Fig. 1: placement density heat map
(4 px per um) 10 x 10 tiles, from white (low) to dark blue (high), 0 to 100% covered.
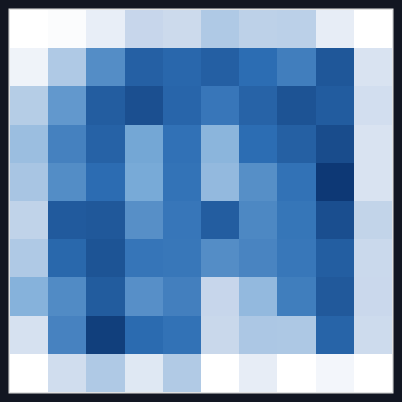
Fig. 2: signal wires on met1
(3 px per um) Supply wires on this layer in grey.
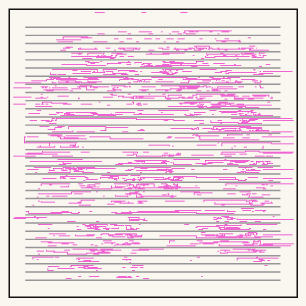
Fig. 3: the clock network
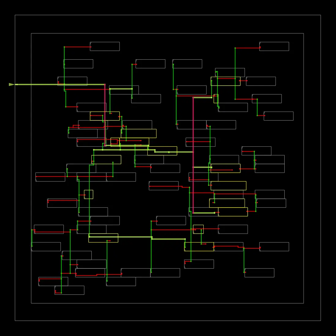
Fig. 4: clock distribution
(4 px per um)
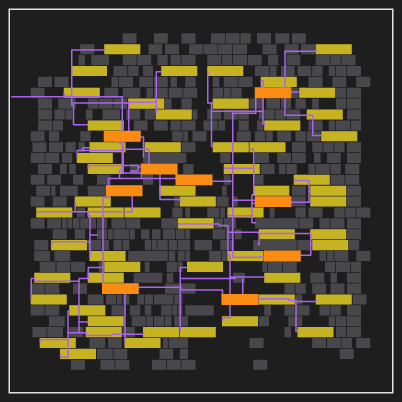
==> config.mk <==
export PLATFORM = sky130hd
export DESIGN_NAME = sdram_arbiter
export DESIGN_NICKNAME = d
export VERILOG_FILES = /design/src/rtl/sdram_arb_pkg.sv /design/src/rtl/sdram_arbiter.sv
export SDC_FILE = /design/constraint.sdc
export NUM_CORES = 1
export LEC_CHECK = 0
export CAP_MARGIN = 5
export CORE_MARGIN = 5
export CORE_UTILIZATION = 38
export CTS_BUF_LIST = sky130_fd_sc_hd__clkbuf_16
export DETAILED_ROUTE_END_ITERATION = 7
export PLACE_DENSITY = 0.81
export SETUP_SLACK_MARGIN = 0.02
export SLEW_MARGIN = 25
export SYNTH_ARGS = -nofsm -noshare
export SYNTH_HDL_FRONTEND = slang
export SYNTH_SLANG_ARGS = --single-unit
==> constraint.sdc <==
create_clock -name clk -period 2.4 [get_ports clk]
set_input_delay 0.24 -clock clk [delete_from_list [all_inputs] [get_ports clk]]
set_output_delay 0.24 -clock clk [all_outputs]
set_load 0.05 [all_outputs]
==> metrics.csv <==
stage;metric;value;unit
floorplanning;core-area;7180;sq um
clock_tree;cts_buffers;9;
min_path;hold_path.class;primary input to async pin;
pwr;vdd_drop_max;0.729;mV
setup_path;r2r_cells;6;
pwr;powerDensity;1300;nW/um^2
cells_and_area;final-clk-cell-share;0.0713;
logic_synthesis;synth.cells.most_frequent;58 x dfrtp_1, 57 x a22oi_1, 29 x o21ai_0;
cells_and_area;largest_register_ffs;23;
global_routing;grtUsageTotal;0.200;
logic_synthesis;syn_nets;368;
logic_synthesis;synth-main-ff-cell;dfrtp_1;
cells_and_area;seq_area_frac;0.302;
cells_and_area;n_all_buffers;164;
cells_and_area;fin_cells;515;
cells_and_area;drive_gt1_frac;0.106;
cells_and_area;nNetsFinal;524;
cells_and_area;nNonClkInverters;4;
logic_synthesis;ys_area;2780;sq um
global_routing;overflow;0;
setup_path;cp.required;2.16;ns
setup_path;path_delay_family;buffers and inverters;
sta;slew_viol_final;0;
sta;worst_slack;0.334;ns
logic_synthesis;ys_cells;255;
placed_design;gp_congestion;0.765;
floorplanning;die_w;95.5;um
placed_design;io_buffers;157;
logic_synthesis;syn_inst;255;
floorplanning;ios;158;
logic_synthesis;yosysWarningCount;0;
logic_synthesis;syn_avg_cell_area;10.9;sq um
logic_synthesis;syn_area;2780;sq um
flow_run;maxCapViolations;0;
setup_path;end_kind;output pin;
flow_run;log.warning_count;26;
setup_path;critical-path-max-stage-delay;0.71;ns
logic_synthesis;area_leaders;dfrtp_1 52%, a22oi_1 15%, o21ai_0 5.2%;
setup_path;rrSetupSlack;0.60;ns
floorplanning;taps;99;
cells_and_area;area_growth;73.0;%
routing;via_per_inst;5.35;
floorplanning;die_h;95.5;um
setup_path;path_buffers;2;
setup_path;path_depth;3;
logic_synthesis;ys_seq_share;0.523;
clock_tree;ctsResizeCount;0;
cells_and_area;nClkBuffers;9;
outcome;status;finished, final reports clean;
global_routing;grt_pass1_vias;2906;
setup_path;slowest_stage;clkdlybuf4s50_1;
logic_synthesis;async_reset_ff_frac;1.00;
sta;worstMarginPinSlew;0.711;ns
sta;fin_crit_sh;0.861;
placed_design;place_hpwl;6690;um
setup_path;critPathMaxFanout;7;
clock_tree;post_cts_buffers;0;
cells_and_area;comb_share;0.255;
cells_and_area;nFillCells;566;
cells_and_area;flop-count;58;
sta;timing.fmax;0.484;GHz
logic_synthesis;synth.distinct_cells;36;
pwr;power;0.00623;W
cells_and_area;logic_gate_count;174;
setup_path;cp_data_arrival_time;1.83;ns
placed_design;place_ws;0.269;ns
pwr;cellLeakagePower;1.92;nW
setup_path;startpoint_type;flop;
routing;drc;0;
logic_synthesis;edf_count;0;
cells_and_area;largest_class;buffers;
clock_tree;h-tree-depth;3;
logic_synthesis;synth_top_area_share;0.523;
global_routing;grt_pass1_wl;14000;um
sta;setup_violations;0;
cells_and_area;buf_share;0.343;
cells_and_area;logic_area;1220;sq um
routing;drtAntennaViolNets;0;
floorplanning;chipArea;9120;sq um
routing;drtPass1Iterations;5;
sta;relSlewSlack;0.525;
setup_path;worstSetupPathType;flop to output pin;
sta;fin_tns_setup;0;ns
cells_and_area;seq_area;1450;sq um
routing;first_iter_violations;84;
sta;fin_crit;2.07;ns
routing;wl_per_cell;17.9;um
setup_path;cp_cell_sequence;nor2_4 -> inv_2 -> clkdlybuf4s50_1;
global_routing;grt_max_degree;39;
clock_tree;hold_buffers;0;
placed_design;placed_cells_incl_taps;499;
sta;rsz0062_at_grt;false;
clock_tree;cts_tree;yes;
sta;hold_viol;0;
clock_tree;clkTransAtPathRegs;0.06;ns
logic_synthesis;synth.most_common_cell;dfrtp_1;
floorplanning;num_rows;31;
global_routing;antenna_found_initial;0;
logic_synthesis;largest_area_cell;dfrtp_1;
logic_synthesis;ys.flops;58;
clock_tree;cts_buffer_depth;2;
clock_tree;root_buffer;clkbuf_16;
cells_and_area;antenna_cells;0;
## Picture notes: Fig. 1
fullest tile	97%
tiles over 75% full	29%
mean over tiles	51%
nearly empty tiles	7.0%
Core Util at FP: 0.387
post-layout util: 0.670

## Picture notes: Fig. 2
nets with wire on the layer	450
main direction	horizontal
wire length on this layer	3470 um
share of all routed wire	38%
GR Util met1: 0.229
routed vias: 2755
final WL: 9200 um

## Picture notes: Fig. 3
clock sinks: 58
Latency at later pin: 0.32 ns
Power Clock: 0.00147 W

## Picture notes: Fig. 4
[flip-flops] yellow | count: 58
[clock wires] purple | length: 825 um
[clock-net drivers] orange | count: 9
routed clock nets	10
Clock power frac: 0.236
Setup Skew: 0.00844 ns

==> kinds of logic (layout without fill, tap and decap cells) <==
| kind of cell | count (synthesis) | after routing | synth area share |
|---|---|---|---|
| xor gates and xnor gates | 4 | 4 | 0.0126 |
| DFF | 58 | 58 | 0.523 |
| buffers and inverters | 23 | 184 | 0.0464 |
| muxes | 8 | 8 | 0.0324 |
| adders and majority gates | 1 | 1 | 0.00450 |
| AOI/OAI and AO/OA | 115 | 115 | 0.289 |
| and+or+nand+nor | 46 | 46 | 0.0928 |
==> stage by stage <==
| step | hold slack, ns | cell area (sq um) |
|---|---|---|
| 6_report | 0.239 | 4810 |
| 4_1_cts | 0.248 | 4810 |
| 3_5_place_dp | 0.462 | 4460 |
| 3_3_place_gp | 0.453 | 4460 |
| 5_1_grt | 0.283 | 4810 |
| 2_1_floorplan | 0.347 | 2780 |
==> cells in the final DEF, fill, tap and decap left out, types with 4 or more instances in the layout <==
master	count
clkdlybuf4s50_1	157
a22oi_1	57
buf_4	5
o21ai_1	8
clkbuf_16	9
nand2b_1	5
o21ai_0	29
nor3_1	4
nor2_1	10
mux2_2	8
dfrtp_1	58
a22oi_2	6
nand2_1	12
==> where the power goes <==
group	internal, W	total, W	switching (W)	leakage [nW]
Clock	0.00101	0.00147	0.000457	0.159
Combinational	0.00114	0.00311	0.00197	1.04
Sequential	0.00138	0.00165	0.000266	0.725
Total	0.00354	0.00623	0.00269	1.92
==> per-layer routing <==
layer / vias up / global-route usage / share of wire
met4: 0 / 0.0557 / 0.0096
met1: 1336 / 0.229 / 0.38
met3: 8 / 0.0813 / 0.11
li1: 1288 / - / -
met5: - / 0 / 0
met2: 123 / 0.344 / 0.50
No activity file was given, so power comes from the tool's default toggle rates.
